$ cat src/rtl/hvac_actuator_ctrl.sv
// hvac_actuator_ctrl
//   Turns the thermostat's CurrentTemp/DesiredTemp pair into Heat/Cool/Fan
//   relay drives. Hysteresis keeps the equipment from short-cycling around
//   the setpoint. Two compressor-protection dwells apply: a minimum run time
//   in HEAT/COOL and a minimum off time in LOCKOUT. LOCKOUT is also the state
//   entered from reset. A seconds prescaler times every dwell.
//
//   Optional feature macro: HVAC_FAN_OVERRUN_EN
//     defined   - HEAT/COOL exit through OVERRUN, which keeps the fan running
//                 for OVERRUN_SEC before LOCKOUT.
//     undefined - HEAT/COOL exit straight to LOCKOUT and OVERRUN_SEC is
//                 unused.
//
//   Interface: plain level inputs, sampled on every clk. There is no
//   valid/ready handshake. A setpoint or mode change is seen at the next
//   evaluation.
//   State is the FSM register itself, so checkers can bind to it directly.

module hvac_actuator_ctrl #(
  parameter int CLKS_PER_SEC = 100000000,
  parameter int HYST         = 2,
  parameter int MIN_ON_SEC   = 60,
  parameter int MIN_OFF_SEC  = 120,
  parameter int OVERRUN_SEC  = 30
) (
  input  logic       clk,
  input  logic       Reset_n,
  input  logic [1:0] Mode,
  input  logic [7:0] CurrentTemp,
  input  logic [7:0] DesiredTemp,
  input  logic       FanOn,
  output logic       Heat,
  output logic       Cool,
  output logic       Fan,
  output logic [2:0] State,
  output logic       Lockout
);

  // ---------------------------------------------------------------------------
  // Elaboration-time parameter sanity
  // ---------------------------------------------------------------------------
  if (CLKS_PER_SEC < 2) begin : g_bad_clks_per_sec
    $error("hvac_actuator_ctrl: CLKS_PER_SEC must be >= 2");
  end
  if (HYST < 1 || HYST > 255) begin : g_bad_hyst
    $error("hvac_actuator_ctrl: HYST must be in 1..255");
  end
  if (MIN_ON_SEC < 0 || MIN_ON_SEC > 65535) begin : g_bad_min_on
    $error("hvac_actuator_ctrl: MIN_ON_SEC must fit the 16-bit timer");
  end
  if (MIN_OFF_SEC < 0 || MIN_OFF_SEC > 65535) begin : g_bad_min_off
    $error("hvac_actuator_ctrl: MIN_OFF_SEC must fit the 16-bit timer");
  end
  if (OVERRUN_SEC < 0 || OVERRUN_SEC > 65535) begin : g_bad_overrun
    $error("hvac_actuator_ctrl: OVERRUN_SEC must fit the 16-bit timer");
  end

  // ---------------------------------------------------------------------------
  // Constants
  // ---------------------------------------------------------------------------
  localparam int PW = (CLKS_PER_SEC > 2) ? $clog2(CLKS_PER_SEC) : 1;
  localparam logic [PW-1:0] PRESC_LAST = PW'(CLKS_PER_SEC - 1);
  localparam logic [PW-1:0] PRESC_ONE  = PW'(1);

  // Nine bits so that the setpoint plus the hysteresis never wraps past 255.
  localparam logic [8:0] HYST9 = 9'(HYST);

  localparam logic [15:0] ON_LOAD  = 16'(MIN_ON_SEC);
  localparam logic [15:0] OFF_LOAD = 16'(MIN_OFF_SEC);
`ifdef HVAC_FAN_OVERRUN_EN
  localparam logic [15:0] OVR_LOAD = 16'(OVERRUN_SEC);
`endif

  typedef enum logic [2:0] {
    ST_OFF     = 3'd0,
    ST_HEAT    = 3'd1,
    ST_COOL    = 3'd2,
    ST_OVERRUN = 3'd3,
    ST_LOCKOUT = 3'd4
  } state_t;

  // Where HEAT/COOL go once their run is finished.
`ifdef HVAC_FAN_OVERRUN_EN
  localparam state_t ST_POST_RUN = ST_OVERRUN;
`else
  localparam state_t ST_POST_RUN = ST_LOCKOUT;
`endif

  // ---------------------------------------------------------------------------
  // Declarations
  // ---------------------------------------------------------------------------
  state_t          state_q;
  state_t          state_d;
  logic [PW-1:0]   presc_q;
  logic [15:0]     timer_q;
  logic [15:0]     timer_dec;
  logic [15:0]     timer_load;
  logic            sec_tick;
  logic            timer_expired;
  logic            state_change;

  logic [8:0]      cur9;
  logic [8:0]      des9;
  logic            call_heat;
  logic            call_cool;
  logic            heat_done;
  logic            cool_done;

  logic            heat_d;
  logic            cool_d;
  logic            fan_d;
  logic            lockout_d;

  // ---------------------------------------------------------------------------
  // Temperature decisions
  // ---------------------------------------------------------------------------
  assign cur9 = {1'b0, CurrentTemp};
  assign des9 = {1'b0, DesiredTemp};

  // The two calls are mutually exclusive for HYST >= 1. The OFF state still
  // gives heat priority.
  assign call_heat = Mode[0] && ((cur9 + HYST9) <= des9);
  assign call_cool = Mode[1] && (cur9 >= (des9 + HYST9));

  // Once a mode is withdrawn, the run counts as satisfied. The minimum-on
  // timer still holds the equipment on until it expires.
  assign heat_done = (cur9 >= des9) || !Mode[0];
  assign cool_done = (cur9 <= des9) || !Mode[1];

  // ---------------------------------------------------------------------------
  // Dwell timing
  // ---------------------------------------------------------------------------
  assign sec_tick     = (presc_q == PRESC_LAST);
  assign state_change = (state_d != state_q);

  // This is the timer value that the coming edge will store.
  // Exits test it for zero, so an N-second dwell lasts exactly
  // N*CLKS_PER_SEC cycles from entry.
  assign timer_dec     = (sec_tick && (timer_q != 16'd0)) ? (timer_q - 16'd1) : timer_q;
  assign timer_expired = (timer_dec == 16'd0);

  // Prescaler: free-runs 0..CLKS_PER_SEC-1 and restarts on every state change
  always_ff @(posedge clk or negedge Reset_n) begin
    if (!Reset_n) begin
      presc_q <= '0;
    end else if (state_change || sec_tick) begin
      presc_q <= '0;
    end else begin
      presc_q <= presc_q + PRESC_ONE;
    end
  end

  // Dwell timer: loaded on state entry, otherwise counts seconds down to zero
  always_ff @(posedge clk or negedge Reset_n) begin
    if (!Reset_n) begin
      timer_q <= OFF_LOAD;
    end else if (state_change) begin
      timer_q <= timer_load;
    end else begin
      timer_q <= timer_dec;
    end
  end

  // Dwell to load for the state being entered
  always_comb begin
    timer_load = 16'd0;
    case (state_d)
      ST_HEAT,
      ST_COOL:    timer_load = ON_LOAD;
`ifdef HVAC_FAN_OVERRUN_EN
      ST_OVERRUN: timer_load = OVR_LOAD;
`endif
      ST_LOCKOUT: timer_load = OFF_LOAD;
      default:    timer_load = 16'd0;
    endcase
  end

  // ---------------------------------------------------------------------------
  // FSM
  // ---------------------------------------------------------------------------
  // State register
  always_ff @(posedge clk or negedge Reset_n) begin
    if (!Reset_n) begin
      state_q <= ST_LOCKOUT;
    end else begin
      state_q <= state_d;
    end
  end

  // Next-state logic: calls are only serviced from OFF; timed exits need timer==0
  always_comb begin
    state_d = state_q;
    case (state_q)
      ST_OFF: begin
        if (call_heat) begin
          state_d = ST_HEAT;
        end else if (call_cool) begin
          state_d = ST_COOL;
        end
      end
      ST_HEAT: begin
        if (timer_expired && heat_done) begin
          state_d = ST_POST_RUN;
        end
      end
      ST_COOL: begin
        if (timer_expired && cool_done) begin
          state_d = ST_POST_RUN;
        end
      end
`ifdef HVAC_FAN_OVERRUN_EN
      ST_OVERRUN: begin
        if (timer_expired) begin
          state_d = ST_LOCKOUT;
        end
      end
`endif
      ST_LOCKOUT: begin
        if (timer_expired) begin
          state_d = ST_OFF;
        end
      end
      default: begin
        state_d = ST_LOCKOUT;
      end
    endcase
  end

  // Output decode from the next state, so the relays move on the same edge as State
  always_comb begin
    heat_d    = (state_d == ST_HEAT);
    cool_d    = (state_d == ST_COOL);
    lockout_d = (state_d == ST_LOCKOUT);
`ifdef HVAC_FAN_OVERRUN_EN
    fan_d     = heat_d || cool_d || (state_d == ST_OVERRUN) || FanOn;
`else
    fan_d     = heat_d || cool_d || FanOn;
`endif
  end

  // Relay and status registers. Reset drops every relay at once.
  always_ff @(posedge clk or negedge Reset_n) begin
    if (!Reset_n) begin
      Heat    <= 1'b0;
      Cool    <= 1'b0;
      Fan     <= 1'b0;
      Lockout <= 1'b1;
    end else begin
      Heat    <= heat_d;
      Cool    <= cool_d;
      Fan     <= fan_d;
      Lockout <= lockout_d;
    end
  end

  assign State = state_q;

endmodule

$ cat config.mk
export PLATFORM = sky130hd
export DESIGN_NAME = hvac_actuator_ctrl
export DESIGN_NICKNAME = d
export VERILOG_FILES = /design/src/rtl/hvac_actuator_ctrl.sv
export SDC_FILE = /design/constraint.sdc
export NUM_CORES = 1
export LEC_CHECK = 0
export CORE_ASPECT_RATIO = 2
export CORE_MARGIN = 2
export CORE_UTILIZATION = 25
export DETAILED_ROUTE_END_ITERATION = 10
export HOLD_SLACK_MARGIN = 0.08
export REMOVE_ABC_BUFFERS = 1
export SETUP_SLACK_MARGIN = 0.2
export SLEW_MARGIN = 20
export SYNTH_ARGS = -nofsm -noshare
export SYNTH_HDL_FRONTEND = slang
export SYNTH_SLANG_ARGS = --single-unit
$ cat constraint.sdc
create_clock -name clk -period 9.61 [get_ports clk]
set_input_delay 1.4415 -clock clk [delete_from_list [all_inputs] [get_ports clk]]
set_output_delay 1.4415 -clock clk [all_outputs]
set_load 0.03 [all_outputs]
sizing.png
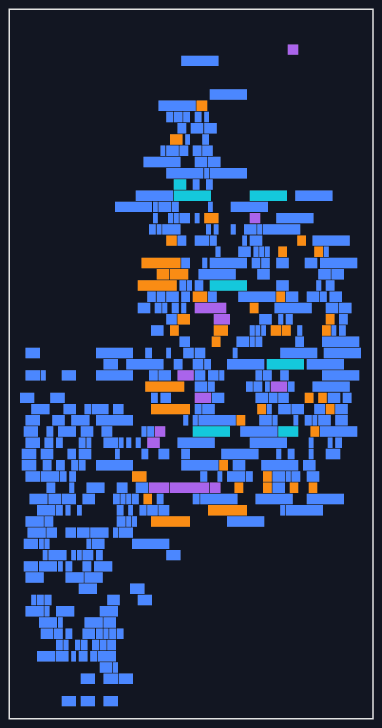
- x3 and x4: purple (cells 12)
- x1 and smaller: blue (cells 354)
- x6 and larger: cyan (cells 7)
- x2: orange (cells 40)
final non-filler cell area: 4140 µm²
final setup slack of the worst path: 4910 ps

congestion_map.png
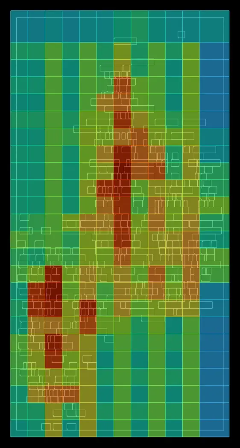
GRT Resource Usage Total: 12.1%
met3 usage: 1.39%

==> results.sh <==
# implementation run metrics
export IMPL_outcome="completed"
export IMPL_ys_top_logic_family="simple AND/OR/NAND/NOR gates"
export IMPL_drt_first_iter_violations=102
export IMPL_ys_sh_mux_pct=0.286
export IMPL_highest_signal_layer="met4"
export IMPL_n_all_buffers=29
export IMPL_layout_area_seq_um2=1260
export IMPL_clock_tree_root_cell="sky130_fd_sc_hd__clkbuf_16"
export IMPL_gr_usage_met1_pct=11.5
export IMPL_fillers=1446
export IMPL_report_final_hold_viol_count=0
export IMPL_via_per_inst=4.85
export IMPL_core_area_um2=13800
export IMPL_power_share_switching_pct=33.8
export IMPL_timing_critical_path_required_ps=9770
export IMPL_worstSetupStartpoint="CurrentTemp[1]"
export IMPL_syn_inst=381
export IMPL_drt_wirelength_per_cell_um=14.0
export IMPL_count_of_buffers_inserted_at_the_top_level_ports=27
export IMPL_grt_busiest_layer="met2"
export IMPL_yosys_top_cells_area="sky130_fd_sc_hd__dfrtp_1 (31%), sky130_fd_sc_hd__ha_1 (9.3%), sky130_fd_sc_hd__xor2_1 (6.5%)"
export IMPL_num_rows=61
export IMPL_numCtsBuffers=5
export IMPL_die_w_um=87.7
export IMPL_edf_count=0
export IMPL_place_gp_congestion=0.862
export IMPL_setup_tns_final_ps=0
export IMPL_cell_depth_of_the_worst_flop_to_flop_path=9
export IMPL_mi_logic_area_um2=2140
export IMPL_postSynthRegisterBits=50
export IMPL_post_route_non_filler_standard_cell_count=602
export IMPL_num_nets_final=459
export IMPL_start_point_of_the_worst_hold_path="presc_q[0]"
export IMPL_postCtsSetupRepairBufs=0
export IMPL_ir_worst_vdd_uv=74.1
export IMPL_cts_sink_count=50
export IMPL_top_level_ports=28
export IMPL_power_leakage_uw=0.00170
export IMPL_combAreaFraction_pct=51.6
export IMPL_detail_route_wirelength_met1_um=2940
export IMPL_slowest_delay_ps=600
export IMPL_sh_seq_area_pct=30.4
export IMPL_met3WireLength_um=199
export IMPL_synth_cell_types=59
export IMPL_seq_cells=50
export IMPL_slew_limit_headroom_pct=44.2
export IMPL_cts_tree="yes"
export IMPL_fin_worst_hold_slack_ps=479
export IMPL_cp_cell_sequence="clkdlybuf4s50_1, ha_1, nand3_1, nor2_1, xor2_1, ha_1, a2111oi_0, nand3_1, a21oi_1, o211ai_1, and2b_1, o311ai_4, buf_4, nor2_1"
export IMPL_detailroute_wirelength_met2_um=4930
export IMPL_worst_skew_pair_latency_ps=290
export IMPL_route_vias_total=2920
export IMPL_synth_cell_area_um2=3500
export IMPL_synth_area_leader_cell="sky130_fd_sc_hd__dfrtp_1"
export IMPL_power_density_cell_area_nw_per_um2=151
export IMPL_placed_cells_incl_taps=594
export IMPL_synthTopCellsByCount="sky130_fd_sc_hd__dfrtp_1 (44), sky130_fd_sc_hd__nor2_1 (37), sky130_fd_sc_hd__ha_1 (26), sky130_fd_sc_hd__xor2_1 (26), sky130_fd_sc_hd__nand2_1 (25)"
export IMPL_hold_crit_depth=1
export IMPL_clock_tree_area_fraction_pct=3.75
export IMPL_largest_cell_class="logic gates"
export IMPL_fp_dieArea_um2=15000
export IMPL_start_kind="input port"
export IMPL_clkbuf_count=6
export IMPL_share_clk_of_total_power_pct=29.5
export IMPL_worstPathBufferInverterCount=2
export IMPL_post_synth_cell_area_avg_um2=9.20
export IMPL_final_layout_size_suffix_gt1_share_pct=14.3
export IMPL_finalClockSkew_ps=8.42
export IMPL_clkTransAtPathRegs_ps=70
export IMPL_global_route_wire_length_before_repair_um=14400
export IMPL_rr_startpoint="presc_q[10]"
export IMPL_ff2ff_setup_slack_ps=5550
export IMPL_async_reset_ff_share_pct=100
export IMPL_synth_stat_cells=381
export IMPL_worst_setup_path_end_kind="flip-flop"
export IMPL_firstDrtPassIters=4
export IMPL_seq_power_share_pct=41.6
export IMPL_cell_internal_pwr_uw=414
export IMPL_detailed_place_hpwl_um=6760
export IMPL_fp_util_pct=25.4
export IMPL_power_switching_uw=211
export IMPL_critPathTopFamily="AND-OR/OR-AND gates"
export IMPL_grtUsageMet2_pct=24.2
==> state kept, by name, indices dropped and copies added, names as in the netlist <==
name,cells
presc_q,27
timer_q,16
State,3
Cool,1
Fan,1
Heat,1
Lockout,1
==> layout by cell type (no fill, tap or decap), drive strengths merged, types with 5 or more instances in the layout <==
master / netlist / final
nor2: 57 / 57
dfrtp: 44 / 44
xor2: 26 / 26
ha: 26 / 26
clkdlybuf4s50: 0 / 26
nand2: 25 / 25
nand3: 20 / 20
inv: 19 / 20
xnor2: 19 / 19
nor3: 19 / 19
nand4: 14 / 14
a21oi: 14 / 14
o21ai: 9 / 9
and3: 9 / 9
or4: 8 / 8
dfstp: 6 / 6
clkbuf: 1 / 6
nor4: 5 / 5
